==> run_1/met4.png <==
Drawn at 2 px/um.
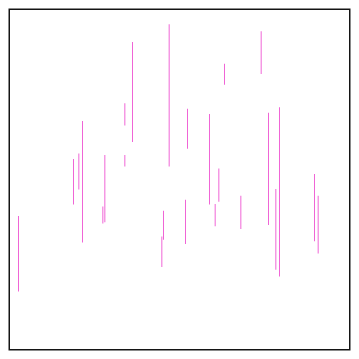
==> run_1/gate_families.png <==
Drawn at 2 px/um.
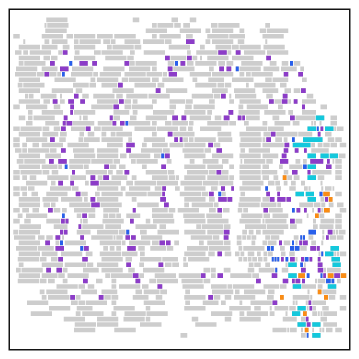
==> run_1/final_clocks.png <==
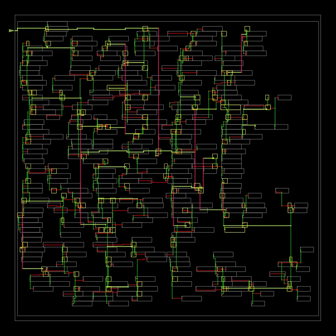
==> run_1/metal_stack.png <==
Drawn at 1.5 px/um. Two of the layers only.
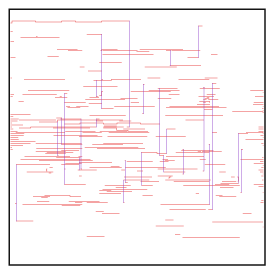
==> config.mk <==
export PLATFORM = sky130hd
export DESIGN_NAME = stack_unit
export DESIGN_NICKNAME = d
export VERILOG_FILES = /design/src/rtl/stack_unit.sv
export SDC_FILE = /design/constraint.sdc
export NUM_CORES = 1
export LEC_CHECK = 0
export CAP_MARGIN = 20
export CORE_UTILIZATION = 50
export CTS_BUF_LIST = sky130_fd_sc_hd__clkbuf_4
export CTS_CLUSTER_SIZE = 16
export DETAILED_ROUTE_END_ITERATION = 12
export GPL_TIMING_DRIVEN = 1
export PLACE_DENSITY = 0.68
export SYNTH_ARGS = -nofsm -noshare
export SYNTH_HDL_FRONTEND = slang
export SYNTH_SLANG_ARGS = --single-unit
==> constraint.sdc <==
create_clock -name clk -period 8.3 [get_ports clk]
set_clock_uncertainty 0.15 [all_clocks]
set_input_delay 2.075 -clock clk [delete_from_list [all_inputs] [get_ports clk]]
set_output_delay 2.075 -clock clk [all_outputs]
set_load 0.03 [all_outputs]
==> results.py, run 1 <==
# Metrics from the implementation run
metrics = {
    "grt": {
        "grt_busiest_layer": "met2",
        "grt.overflow.total": 0,
        "grt_pass1_vias": 9157,
        "grt_max_degree": 61,
    },
    "layout": {
        "drive_gt1_frac": 0.253,
    },
    "placed_design": {
        "globalplace.congestion": 0.810,
        "portBuffers": 70,
        "dp_cells": 1331,
    },
    "clock_network": {
        "cts_tree": "built",
        "holdBufCountCts": 0,
    },
    "setup_path": {
        "crit_chain": "clkdlybuf4s50_1 -> ha_1 -> fa_4 -> buf_4 -> mux4_2 -> nor2b_1 -> a211oi_2 -> a211oi_1 -> clkdlybuf4s50_1",
        "crit_buf_inv": 3,
        "cp_top_family": "buffers and inverters",
        "crit_fanout": 13,
        "critPathArrivalTime_ps": 5750,
        "cp.depth": 9,
        "timing.critical_path.mode_cell": "clkdlybuf4s50_1",
    },
    "timing": {
        "grt_setup_unrepaired": "false",
        "finalCriticalPeriod_ps": 7970,
        "period_used_share": 0.960,
    },
    "status": {
        "status": "finished clean",
    },
    "logic_synthesis": {
        "synthCells": 917,
        "yosysChipArea_um2": 14000,
        "synthTopLogicFamily": "multiplexers",
    },
    "worst_hold_path": {
        "hold_path.class": "reg2reg",
    },
    "pwr": {
        "switchingPower_w": 0.00114,
        "clock_power_share": 0.332,
        "switching_share": 0.297,
    },
}
About met4.png:
share of all routed wire: 2.0%
longest straight run: 84.3 um
wire length on this layer: 749 um
nets with wire on the layer: 20
Vias: 9104
Post-Route WL: 37600 um

About gate_families.png:
| colour | family | cells |
|---|---|---|
| cyan | adder and majority cells | 26 |
| blue | NAND gates | 40 |
| purple | inverting AOI/OAI gates | 178 |
| orange | AND and OR gates | 13 |
most numerous logic cell after layout: edfxtp_1
Post-Layout Cell Count: 1470
Comb/total area: 0.333

About final_clocks.png:
flip-flops: 284
clk sinks: 284
clk ins delay skew pair: 690 ps
CTS buffer count: 74

About metal_stack.png:
| colour | layer | wire length |
|---|---|---|
| red | met3 | 3160 um |
| purple | met4 | 749 um |
wire per inst: 25.6 um
Tot GR Track Use: 0.268

==> run 1: stage by stage <==
stage / setup WS (ps) / power (W) / utilization / hold slack, ps
floorplan: 1620 / 0.00228 / - / 481
global placement: 360 / 0.00258 / 0.561 / 319
detailed placement: 367 / 0.00259 / 0.561 / 345
CTS: 352 / 0.00386 / 0.599 / 360
global route: 256 / 0.00399 / 0.599 / 389
finish: 328 / 0.00383 / 0.599 / 358
==> run 1: Yosys cell counts (11+ instances only) <==
cell type	n	share of area
mux4_2	64	0.10
a32oi_1	16	0.010
edfxtp_1	256	0.55
buf_2	26	0.0093
o21ai_0	28	0.010
ha_1	25	0.022
clkbuf_1	28	0.0075
a211oi_2	14	0.012
nor2_1	25	0.0067
nand3_1	23	0.0082
a31oi_1	17	0.0076
nand2_1	11	0.0029
mux2i_1	149	0.11
a211oi_1	18	0.0096
dfxtp_1	28	0.040
nor2b_1	24	0.011
inv_1	26	0.0070
a22oi_1	66	0.035
==> run 1: cell type report <==
class / instances / area (um^2)
Clock buffer: 110 / 826
Antenna cell: 1 / 2.50
Timing Repair Buffer: 109 / 1030
Inverter: 27 / 101
Fill cell: 2141 / 10900
Multi-Input combinational cell: 539 / 5440
Tap cell: 372 / 465
Clock inverter: 28 / 205
Sequential cell: 284 / 8250
==> run 1: power by group through the flow <==
stage / combinational (W) / sequential (W) / clock (W)
6_report: 0.000951 / 0.00161 / 0.00127
5_1_grt: 0.00101 / 0.00161 / 0.00137
3_3_place_gp: 0.000939 / 0.00164 / 0
3_5_place_dp: 0.000947 / 0.00164 / 0
4_1_cts: 0.000952 / 0.00161 / 0.00130
2_1_floorplan: 0.000620 / 0.00166 / 0
==> run_1/pins.png <==
Drawn at 2 px/um. Pins as bars across the die edge, other pins in grey.
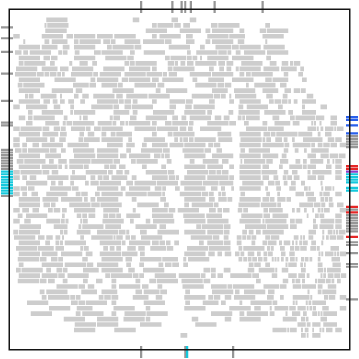

==> inputs of run 2 (changes only) <==
CORE_MARGIN = 3   (was default)
PLACE_DENSITY = default   (was 0.68)
PLACE_DENSITY_LB_ADDON = 0.3   (was default)
==> run_2/pins.png <==
Drawn at 2 px/um. Pins as bars across the die edge, other pins in grey.
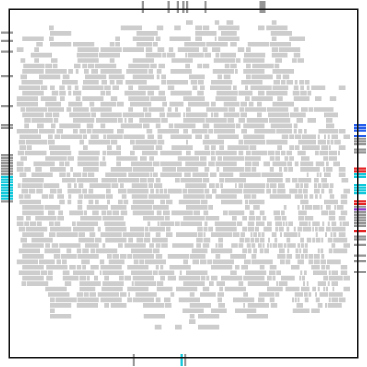
| colour | port | pins | direction | edge |
|---|---|---|---|---|
| purple | empty | 1 | output | east |
| red | count | 5 | output | east |
| cyan | top | 16 | output | 9 west, 6 east, 1 south |
| blue | rd_idx | 4 | input | east |
port bufs: 70
Die Width: 174 um
Die Y: 174 um

==> run_2/final_clocks.png <==
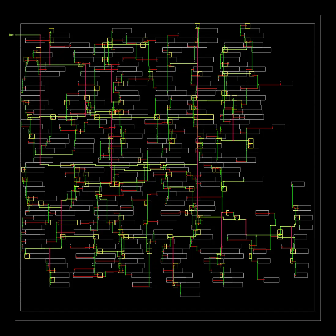
clock buffers: 108
Clock net power: 0.00126 W
clk ins delay skew pair: 680 ps

==> run 2 against run 1 <==
Compared with the run above:
- synthesized cell count unchanged
- power hardly changed
- clock power about the same
==> results.py, run 2 <==
# Metrics from the implementation run
metrics = {
    "placed_design": {
        "globalplace.congestion": 0.788,
    },
    "worst_hold_path": {
        "hold_path.class": "reg2reg",
    },
    "clock_network": {
        "holdBufCountCts": 0,
        "cts_tree": "built",
        "cts_made_buffers": 74,
    },
    "timing": {
        "worst_hold_slack_ps": 340,
        "finalCriticalPeriod_ps": 7950,
        "grt_setup_unrepaired": "false",
    },
    "layout": {
        "lay_top_count": "edfxtp_1",
        "fill_cells": 2104,
    },
    "grt": {
        "grt_max_degree": 60,
        "grt_pass1_vias": 9548,
        "grt.overflow.total": 0,
    },
    "logic_synthesis": {
        "synth_top_area_share": 0.548,
        "common_cells": "edfxtp_1 (256), mux2i_1 (149), a22oi_1 (66)",
        "synthTopCellsByArea": "edfxtp_1 (55%), mux2i_1 (11%), mux4_2 (10%)",
        "largest_area_cell": "edfxtp_1",
        "synth.most_common_cell": "edfxtp_1",
        "yosysChipArea_um2": 14000,
    },
    "status": {
        "status": "finished clean",
    },
    "drt": {
        "routed_wl_um": 38200,
    },
    "setup_path": {
        "crit_fanout": 24,
    },
}
==> run_2/gate_families.png <==
Drawn at 2 px/um.
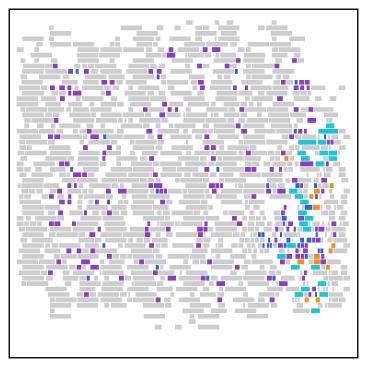
| colour | family | cells |
|---|---|---|
| orange | AND and OR gates | 13 |
| purple | inverting AOI/OAI gates | 178 |
| blue | NAND gates | 40 |
| cyan | adder and majority cells | 26 |
Comb/total area: 0.333
Post-Layout Cell Count: 1472

[run 2: metrics by stage]
stage           util  power, W  area (um^2)  instances  setup WS [ps]
6_report       0.600   0.00383        16300       1472            352
5_1_grt        0.600   0.00399        16300       1472            226
4_1_cts        0.600   0.00386        16300       1471            336
3_5_place_dp   0.563   0.00260        15300       1337            367
3_3_place_gp   0.563   0.00259        15300       1337            363
2_1_floorplan      -   0.00228        14000        917           1620
[run 2: where the power goes]
| group | switching (W) | internal, W |
|---|---|---|
| clock | 0.000565 | 0.000693 |
| sequential | 0.0000278 | 0.00158 |
| combinational | 0.000544 | 0.000416 |
| total | 0.00114 | 0.00269 |
[run 2: kinds of logic after synthesis]
group                      Yosys count  share of synthesized area
and+or+nand+nor                    110                     0.0425
buffers and inverters               94                     0.0326
xor gates and xnor gates             3                    0.00437
DFF                                284                      0.588
muxes                              214                      0.210
adders and majority gates           26                     0.0237
AOI/OAI and AO/OA                  186                     0.0990
[run 2: worst max-delay path, stage by stage]
cell	delay (ps)
clkdlybuf4s50_1	430
ha_1	230
fa_4	990
buf_12	240
buf_4	220
mux4_2	200
mux2i_1	70
a211oi_1	480
clkdlybuf4s50_1	770
[run 2: final cells by class]
type,count,area [um^2],share of cell area
Sequential cell,284,8250,0.505
Multi-Input combinational cell,539,5440,0.333
Timing Repair Buffer,115,1090,0.0666
Clock buffer,108,811,0.0496
Tap cell,372,465,0.0285
Clock inverter,26,184,0.0113
Inverter,27,101,0.00620
Antenna cell,1,2.50,0.000153
[run 2: routing by layer]
| layer | vias to the layer above | wire length, um | global-route usage |
|---|---|---|---|
| met5 | - | 0 | 0 |
| met4 | 0 | 1050 | 0.0899 |
| met3 | 95 | 3940 | 0.0637 |
| li1 | 4028 | - | - |
| met1 | 4700 | 15000 | 0.337 |
| met2 | 531 | 18100 | 0.403 |
No activity file was given, so power comes from the tool's default toggle rates.
